File: src/rtl/gps_ack_corr_if.sv
// Bus between the acquisition search controller (master) and the gps_ack_corr correlator (slave).
interface gps_ack_corr_if #(
  parameter int ACC_W = 16,
  parameter int NCO_W = 32,
  parameter int LEN_W = 16
) ();
  logic                    start;
  logic [5:0]              satelite;
  logic [9:0]              chip_delay;
  logic [NCO_W-1:0]        doppler;
  logic [NCO_W-1:0]        code_step;
  logic [LEN_W-1:0]        dump_len;
  logic                    sample_valid;
  logic                    i_sample;
  logic                    busy;
  logic                    done;
  logic                    err;
  logic signed [ACC_W-1:0] acc_i;
  logic signed [ACC_W-1:0] acc_q;

  modport master (
    output start, satelite, chip_delay, doppler, code_step, dump_len, sample_valid, i_sample,
    input  busy, done, err, acc_i, acc_q
  );

  modport slave (
    input  start, satelite, chip_delay, doppler, code_step, dump_len, sample_valid, i_sample,
    output busy, done, err, acc_i, acc_q
  );
endinterface

File: src/rtl/gps_ack_corr.sv
// Single-channel GPS L1 C/A acquisition correlator: PRN code generator, code slew, Doppler wipe-off, I/Q integrate-and-dump.
// Optional GPS_ACK_SAT_EN: saturate acc_i/acc_q instead of wrapping.
module gps_ack_corr #(
  parameter int ACC_W = 16,
  parameter int NCO_W = 32,
  parameter int LEN_W = 16
) (
  input logic           clk,
  input logic           rst,
  gps_ack_corr_if.slave bus
);

  typedef enum logic [1:0] {IDLE, SEEK, INTEG, DONE} state_t;

  // G2 phase-select tap pairs {T0,T1} for PRN 1..32
  localparam logic [7:0] TAP_TBL [0:31] = '{
    8'h26, 8'h37, 8'h48, 8'h59, 8'h19, 8'h2A, 8'h18, 8'h29,
    8'h3A, 8'h23, 8'h34, 8'h56, 8'h67, 8'h78, 8'h89, 8'h9A,
    8'h14, 8'h25, 8'h36, 8'h47, 8'h58, 8'h69, 8'h13, 8'h46,
    8'h57, 8'h68, 8'h79, 8'h8A, 8'h16, 8'h27, 8'h38, 8'h49
  };

  state_t                  state, state_nx;
  logic [7:0]              tap_sel;
  logic [3:0]              t0_q, t1_q;
  logic [1:10]             g1, g2;
  logic [9:0]              chip_cnt, seek_cnt;
  logic [NCO_W-1:0]        dop_q, cstep_q, cphase, code_ph;
  logic [NCO_W:0]          code_sum;
  logic [LEN_W-1:0]        len_q, smp_cnt;
  logic signed [ACC_W-1:0] sum_i, sum_q, out_i, out_q;
  logic                    prn_ok, accept, advance, consume, err_q;
  logic                    code_bit, cos_neg, sin_neg, neg_i, neg_q, last_smp;

  function automatic logic signed [ACC_W-1:0] bump(input logic signed [ACC_W-1:0] s, input logic neg);
`ifdef GPS_ACK_SAT_EN
    logic signed [ACC_W-1:0] acc_max, acc_min;
    acc_max = {1'b0, {(ACC_W-1){1'b1}}};
    acc_min = {1'b1, {(ACC_W-1){1'b0}}};
    if (neg) return (s == acc_min) ? s : s - ACC_W'(1);
    else     return (s == acc_max) ? s : s + ACC_W'(1);
`else
    return neg ? s - ACC_W'(1) : s + ACC_W'(1);
`endif
  endfunction

  assign prn_ok   = (bus.satelite != 6'd0) && (bus.satelite <= 6'd32);
  assign tap_sel  = TAP_TBL[5'(bus.satelite - 6'd1)];
  assign code_bit = g1[10] ^ g2[t0_q] ^ g2[t1_q];
  assign cos_neg  = cphase[NCO_W-1] ^ cphase[NCO_W-2];
  assign sin_neg  = cphase[NCO_W-1];
  assign neg_i    = bus.i_sample ^ code_bit ^ cos_neg;
  assign neg_q    = bus.i_sample ^ code_bit ^ sin_neg;
  assign code_sum = {1'b0, code_ph} + {1'b0, cstep_q};
  assign last_smp = (smp_cnt == len_q - LEN_W'(1));

  always_ff @(posedge clk or posedge rst) begin
    if (rst) state <= IDLE;
    else     state <= state_nx;
  end

  always_comb begin
    state_nx = state;
    accept   = 1'b0;
    advance  = 1'b0;
    consume  = 1'b0;
    case (state)
      IDLE:
        if (bus.start && prn_ok) begin
          accept   = 1'b1;
          state_nx = (bus.chip_delay == 10'd0) ? INTEG : SEEK;
        end
      SEEK: begin
        advance = 1'b1;
        if (seek_cnt == 10'd1) state_nx = INTEG;
      end
      INTEG:
        if (len_q == '0) state_nx = DONE;
        else if (bus.sample_valid) begin
          consume = 1'b1;
          advance = code_sum[NCO_W];
          if (last_smp) state_nx = DONE;
        end
      DONE:    state_nx = IDLE;
      default: state_nx = IDLE;
    endcase
  end

  always_ff @(posedge clk or posedge rst) begin
    if (rst) begin
      t0_q     <= '0;
      t1_q     <= '0;
      g1       <= '1;
      g2       <= '1;
      chip_cnt <= '0;
      seek_cnt <= '0;
      dop_q    <= '0;
      cstep_q  <= '0;
      cphase   <= '0;
      code_ph  <= '0;
      len_q    <= '0;
      smp_cnt  <= '0;
      sum_i    <= '0;
      sum_q    <= '0;
      out_i    <= '0;
      out_q    <= '0;
      err_q    <= 1'b0;
    end else begin
      err_q <= (state == IDLE) && bus.start && !prn_ok;
      if (accept) begin
        t0_q     <= tap_sel[7:4];
        t1_q     <= tap_sel[3:0];
        g1       <= '1;
        g2       <= '1;
        chip_cnt <= '0;
        seek_cnt <= bus.chip_delay;
        dop_q    <= bus.doppler;
        cstep_q  <= bus.code_step;
        len_q    <= bus.dump_len;
        smp_cnt  <= '0;
        cphase   <= '0;
        code_ph  <= '0;
        sum_i    <= '0;
        sum_q    <= '0;
      end
      // Chip 1022 -> 0 reseeds both registers so the 1023-chip epoch is always restarted cleanly
      if (advance) begin
        if (chip_cnt == 10'd1022) begin
          chip_cnt <= '0;
          g1       <= '1;
          g2       <= '1;
        end else begin
          chip_cnt <= chip_cnt + 10'd1;
          g1       <= {g1[3] ^ g1[10], g1[1:9]};
          g2       <= {g2[2] ^ g2[3] ^ g2[6] ^ g2[8] ^ g2[9] ^ g2[10], g2[1:9]};
        end
      end
      if (state == SEEK) seek_cnt <= seek_cnt - 10'd1;
      if (consume) begin
        sum_i   <= bump(sum_i, neg_i);
        sum_q   <= bump(sum_q, neg_q);
        cphase  <= cphase + dop_q;
        code_ph <= code_sum[NCO_W-1:0];
        smp_cnt <= smp_cnt + LEN_W'(1);
      end
      if (state == DONE) begin
        out_i   <= sum_i;
        out_q   <= sum_q;
        sum_i   <= '0;
        sum_q   <= '0;
        cphase  <= '0;
        code_ph <= '0;
      end
    end
  end

  // During DONE the live sums are presented so results are valid in the same cycle as done
  assign bus.busy  = (state != IDLE);
  assign bus.done  = (state == DONE);
  assign bus.err   = err_q;
  assign bus.acc_i = (state == DONE) ? sum_i : out_i;
  assign bus.acc_q = (state == DONE) ? sum_q : out_q;

endmodule

File: src/flat_wrapper.sv
// flat-port wrapper written by rule: the top's interface ports become plain ports
module gps_ack_corr_flat 
#(
  parameter int ACC_W = 16,
  parameter int NCO_W = 32,
  parameter int LEN_W = 16
)
  (clk, rst, bus_start, bus_satelite, bus_chip_delay, bus_doppler, bus_code_step, bus_dump_len, bus_sample_valid, bus_i_sample, bus_busy, bus_done, bus_err, bus_acc_i, bus_acc_q);
  gps_ack_corr_if #(.ACC_W(ACC_W), .NCO_W(NCO_W), .LEN_W(LEN_W)) bus_i ();
  input logic clk;
  input logic rst;
  input wire logic [$bits(bus_i.start)-1:0] bus_start;
  input wire logic [$bits(bus_i.satelite)-1:0] bus_satelite;
  input wire logic [$bits(bus_i.chip_delay)-1:0] bus_chip_delay;
  input wire logic [$bits(bus_i.doppler)-1:0] bus_doppler;
  input wire logic [$bits(bus_i.code_step)-1:0] bus_code_step;
  input wire logic [$bits(bus_i.dump_len)-1:0] bus_dump_len;
  input wire logic [$bits(bus_i.sample_valid)-1:0] bus_sample_valid;
  input wire logic [$bits(bus_i.i_sample)-1:0] bus_i_sample;
  output wire logic [$bits(bus_i.busy)-1:0] bus_busy;
  output wire logic [$bits(bus_i.done)-1:0] bus_done;
  output wire logic [$bits(bus_i.err)-1:0] bus_err;
  output wire logic [$bits(bus_i.acc_i)-1:0] bus_acc_i;
  output wire logic [$bits(bus_i.acc_q)-1:0] bus_acc_q;
  assign bus_i.start = bus_start;
  assign bus_i.satelite = bus_satelite;
  assign bus_i.chip_delay = bus_chip_delay;
  assign bus_i.doppler = bus_doppler;
  assign bus_i.code_step = bus_code_step;
  assign bus_i.dump_len = bus_dump_len;
  assign bus_i.sample_valid = bus_sample_valid;
  assign bus_i.i_sample = bus_i_sample;
  assign bus_busy = bus_i.busy;
  assign bus_done = bus_i.done;
  assign bus_err = bus_i.err;
  assign bus_acc_i = bus_i.acc_i;
  assign bus_acc_q = bus_i.acc_q;
  gps_ack_corr #(.ACC_W(ACC_W), .NCO_W(NCO_W), .LEN_W(LEN_W)) u_core (.clk(clk), .rst(rst), .bus(bus_i));
endmodule
File: config.mk
export PLATFORM = sky130hd
export DESIGN_NAME = gps_ack_corr_flat
export DESIGN_NICKNAME = d
export VERILOG_FILES = /design/src/rtl/gps_ack_corr_if.sv /design/src/rtl/gps_ack_corr.sv /design/src/flat_wrapper.sv
export SDC_FILE = /design/constraint.sdc
export NUM_CORES = 1
export LEC_CHECK = 0
export ABC_CLOCK_PERIOD_IN_PS = 11200
export CAP_MARGIN = 20
export CELL_PAD_IN_SITES_DETAIL_PLACEMENT = 2
export CELL_PAD_IN_SITES_GLOBAL_PLACEMENT = 2
export CORE_UTILIZATION = 37
export CTS_BUF_LIST = sky130_fd_sc_hd__clkbuf_4 sky130_fd_sc_hd__clkbuf_8 sky130_fd_sc_hd__clkbuf_16
export DETAILED_ROUTE_END_ITERATION = 8
export PLACE_DENSITY = 0.81
export SYNTH_ARGS = -nofsm -noshare
export SYNTH_HDL_FRONTEND = slang
export SYNTH_SLANG_ARGS = --single-unit
File: constraint.sdc
create_clock -name clk -period 11.2 [get_ports clk]
set_input_delay 1.12 -clock clk [delete_from_list [all_inputs] [get_ports clk]]
set_output_delay 1.12 -clock clk [all_outputs]
set_load 0.01 [all_outputs]
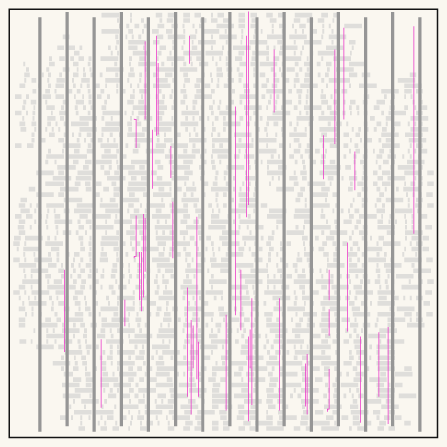
layer_met4.png
Drawn at 2 px/µm. Supply wires on this layer in grey. Cells faint in the background.
longest straight run = 104 µm
nets with wire on the layer = 35

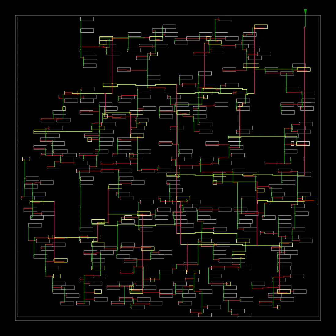
clocks.png
Clk Latency, worst-skew pair: 0.55 ns
clk pwr: 1.17 mW
clock buffers created by TritonCTS: 36
Layout Skew: 0.02123 ns
flop count: 275

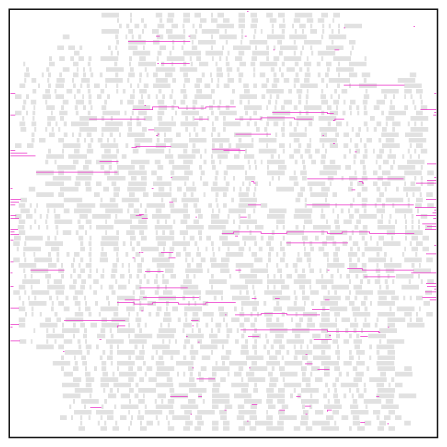
layer_met3.png
Drawn at 2 px/µm. Cells faint in the background.
wire length on this layer = 1260 µm
share of all routed wire = 2.5%
main direction = horizontal
nets with wire on the layer = 91
GRT met3 Usage: 0.03222
via count: 14207
WL final: 50890 µm

==> flow_metrics.env <==
# yosys + openroad results
export IMPL_place_gp_congestion=0.7934
export IMPL_leakage_nw=9.067
export IMPL_drv_cap=0
export IMPL_utilization=0.4452
export IMPL_worst_slew_pin_slew_ns=1.068
export IMPL_ys_seq_share=0.4179
export IMPL_hold_violations=0
export IMPL_hp_class="reg -> reg"
export IMPL_period_needed_ns=5.532
export IMPL_cts_sinks=275
export IMPL_synthToLayoutAreaGrowth_pct=18.86
export IMPL_fp_util=0.3745
export IMPL_setup_viol=0
export IMPL_ys_flops=275
export IMPL_coreArea_mm2=0.04412
export IMPL_cp_num_buf_inv=2
export IMPL_yosysTopAreaCellShare=0.3861
export IMPL_antenna_found_initial=1
export IMPL_netlist_area_mm2=0.01653
export IMPL_powerDensity_mw_per_mm2=333.0
export IMPL_wire_per_inst_um=19.85
export IMPL_ys_cells=1835
export IMPL_synthTopCellsByCount="nand2_1, dfrtp_1, o21ai_0"
export IMPL_fp_nets=2056
export IMPL_die_w_um=213.3
export IMPL_yosysWarnings=0
export IMPL_synthMostInstantiatedCell="nand2_1"
export IMPL_finalSetupTns_ns=0
export IMPL_synth_edff_count=0
export IMPL_timing_fmax_mhz=180.8
export IMPL_drc_errors=0
export IMPL_path_class="in -> reg"
export IMPL_drtAntennaViolNets=0
export IMPL_grt_max_degree=92
export IMPL_warnings=44
export IMPL_cts_tree="yes"
export IMPL_end_kind="flip-flop"
export IMPL_grt_pass1_vias=16029
export IMPL_slowest_stage="clkdlybuf4s50_1"
export IMPL_rsz0062_at_grt="no"
export IMPL_startpoint_type="input port"
export IMPL_synth_area_leader_cell="dfrtp_1"
export IMPL_crit_family="AND-OR/OR-AND gates"
export IMPL_whs_ns=0.4810
export IMPL_hold_buffers=0
export IMPL_outcome="finished clean"
export IMPL_relSlewSlack=0.2832
export IMPL_gr_total_overflow=0
export IMPL_grt_use_total=0.2294
export IMPL_async_reset_ff_frac=1.000
export IMPL_post_cts_buffers=0
export IMPL_clockBufferDepth=3
export IMPL_maxSlewViolCount=0
export IMPL_io_pins=136
export IMPL_grt_pass1_wl_um=83830
export IMPL_first_pass_iters=4
export IMPL_max_stage_delay_ns=0.52
export IMPL_ys_types=72
export IMPL_cts_root_buf="clkbuf_16"
export IMPL_post_cts_resize_count=0
export IMPL_synthTopCellsByArea="dfrtp_1, nand2_1, ha_1, o21ai_0, dfstp_2"
export IMPL_die_area_mm2=0.04551
export IMPL_clk_pin_slew_worst_paths_ns=0.06
export IMPL_flop_cell="dfrtp_1"
export IMPL_syn_avg_cell_area_um2=9.006
export IMPL_fillers=4846
export IMPL_avgViaCountPerCell=5.543
export IMPL_synth_cells=1835
export IMPL_ys_chip_area_mm2=0.01653
export IMPL_cp_common_cell="xnor2_1"
export IMPL_finalPower_mw=6.540
export IMPL_cp_required_ns=11.63
export IMPL_drive_above_1_share=0.07868
export IMPL_final_nets=2166
export IMPL_num_rows=77
export IMPL_critPathMaxFanout=19
export IMPL_cts_max_level=2
export IMPL_ir_drop_v=0.0001669
export IMPL_worst_ep_arrival_time_ns=5.97
export IMPL_worstPathCellList="clkdlybuf4s50_1 -> xor2_1 -> xnor2_1 -> xnor2_1 -> xnor2_1 -> inv_1 -> ha_1 -> a211oi_1 -> o21ai_0 -> a41o_1 -> o41ai_1 -> o211ai_1 -> a31oi_1 -> xnor2_1 -> o21bai_1 -> a22o_1"
export IMPL_period_used=0.4939
export IMPL_dpl_hpwl_um=34990
export IMPL_dr_first_iter_drc_count=541
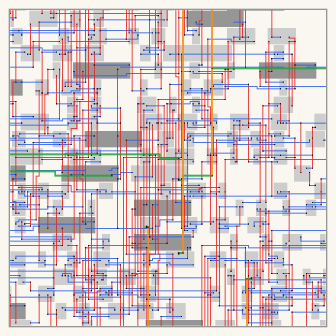
detail.png
Window x 135 to 185, y 135 to 185 µm. Cells in grey, sequential cells in the stronger grey; small squares are vias.
blue -> metal 1
green -> metal 3
red -> metal 2
orange -> metal 4
sequential cells in the window = 8
cells with their middle in the window = 132
netlist names of flops here include = u_core.code_ph (4), u_core.smp_cnt (4)
most frequent = nand2_1 (19), o21ai_0 (17), a21oi_1 (10)

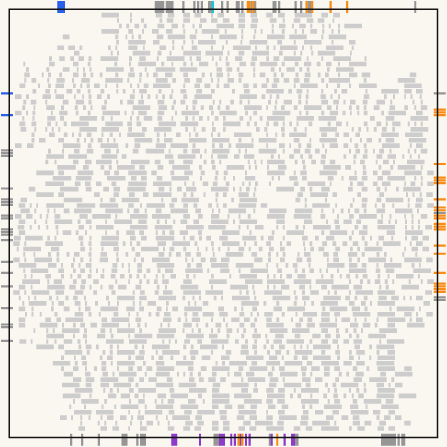
io_placement.png
Drawn at 2 px/µm. Pins as bars across the die edge, other pins in grey.
cyan -> bus_err  # pins 1, direction output, edge top
orange -> bus_code_step  # pins 32, direction input, edge 22 right, 7 top, 3 bottom
blue -> bus_satelite  # pins 6, direction input, edge 4 top, 2 left
purple -> bus_acc_q  # pins 16, direction output, edge bottom
IO buf count: 135
DIE HEIGHT: 213.3 µm

[sequential cells by signal, summed over array words and instances, names as in the netlist, 16 cells and up]
register / cells
u_core.out_q: 16
u_core.sum_q: 16
u_core.sum_i: 16
u_core.cstep_q: 32
u_core.cphase: 32
u_core.code_ph: 32
u_core.len_q: 16
u_core.dop_q: 32
u_core.smp_cnt: 16
u_core.out_i: 16
[cells by family after synthesis]
kind of cell	count (synthesis)	share of synthesized area
flops	275	0.4179
simple gates	674	0.1760
xor+xnor	112	0.05936
mux	49	0.03521
compound gates	480	0.1873
buf+inv	125	0.03150
fa+ha+maj	120	0.09267
[path summary, 6_finish.rpt]
check / endpoint / depth (start not counted) / startpoint / slack, ns
setup / recovery: u_core.sum_q[15] / 16 / bus_i_sample / 5.67
hold / removal: u_core.dop_q[9] / 2 / u_core.dop_q[9] / 0.48
setup reg to reg: u_core.sum_q[15] / 16 / u_core.g2[3] / 5.83
hold reg to reg: u_core.dop_q[9] / 2 / u_core.dop_q[9] / 0.48
max in group asynchronous: u_core.cphase[24] / 4 / rst / 8.00
min in group asynchronous: u_core.code_ph[24] / 2 / rst / 1.08
[layout make-up]
cell class              count  area [µm²]  share of cell area
clock buffers              54        1110             0.05650
inverters                  49       191.4            0.009746
well taps                 592       740.7             0.03771
multi-input cells        1435        9136              0.4651
clock inverters             9       82.58            0.004204
diodes                      1       2.502           0.0001274
repair buffers            148        1473             0.07497
flip-flops and latches    275        6907              0.3516
[through the flow]
| step | instance area, µm² | setup WS, ns | std cells |
|---|---|---|---|
| finish | 19640 | 5.668 | 2563 |
| global route | 19640 | 5.268 | 2563 |
| CTS | 19600 | 5.669 | 2560 |
| detailed placement | 18410 | 5.128 | 2497 |
| global placement | 18410 | 5.476 | 2497 |
| floorplan | 16530 | 2.533 | 1835 |
[layout by cell type (no fill, tap or decap), drive strengths merged, types with 6 or more instances in the layout]
master	instances
o21bai	15
o21a	12
mux2i	12
and3	24
inv	51
o31ai	15
a211oi	18
nand2b	10
o22a	20
a31oi	16
a21oi	88
nor3b	6
o221ai	10
xnor2	59
dfrtp	255
xor2	53
dfstp	20
mux2	33
nand3	35
o21ai	171
ha	116
nor4	7
o211ai	13
or3	6
buf	13
a21o	35
nor3	34
a22o	11
nor2b	8
nor2	98
clkbuf	54
nand4	11
nand2	415
clkdlybuf4s50	135
[per-layer routing]
metal  track usage  routed length, µm
met4       0.08473               1761
met5             0                  0
met2        0.4177              26050
met1        0.2729              21820
met3       0.03222               1259
[worst min-delay path, delay by kind of cell, from the launching register on]
family           cells  cell delay, ns
AND/OR/NAND/NOR      2            0.10
flip-flops           1            0.34
[where the power goes]
group / internal, mW / total [mW] / switching [mW]
combinational: 1.51 / 3.68 / 2.17
sequential: 1.38 / 1.69 / 0.311
clock: 0.708 / 1.17 / 0.459
No activity file was given, so power comes from the tool's default toggle rates.
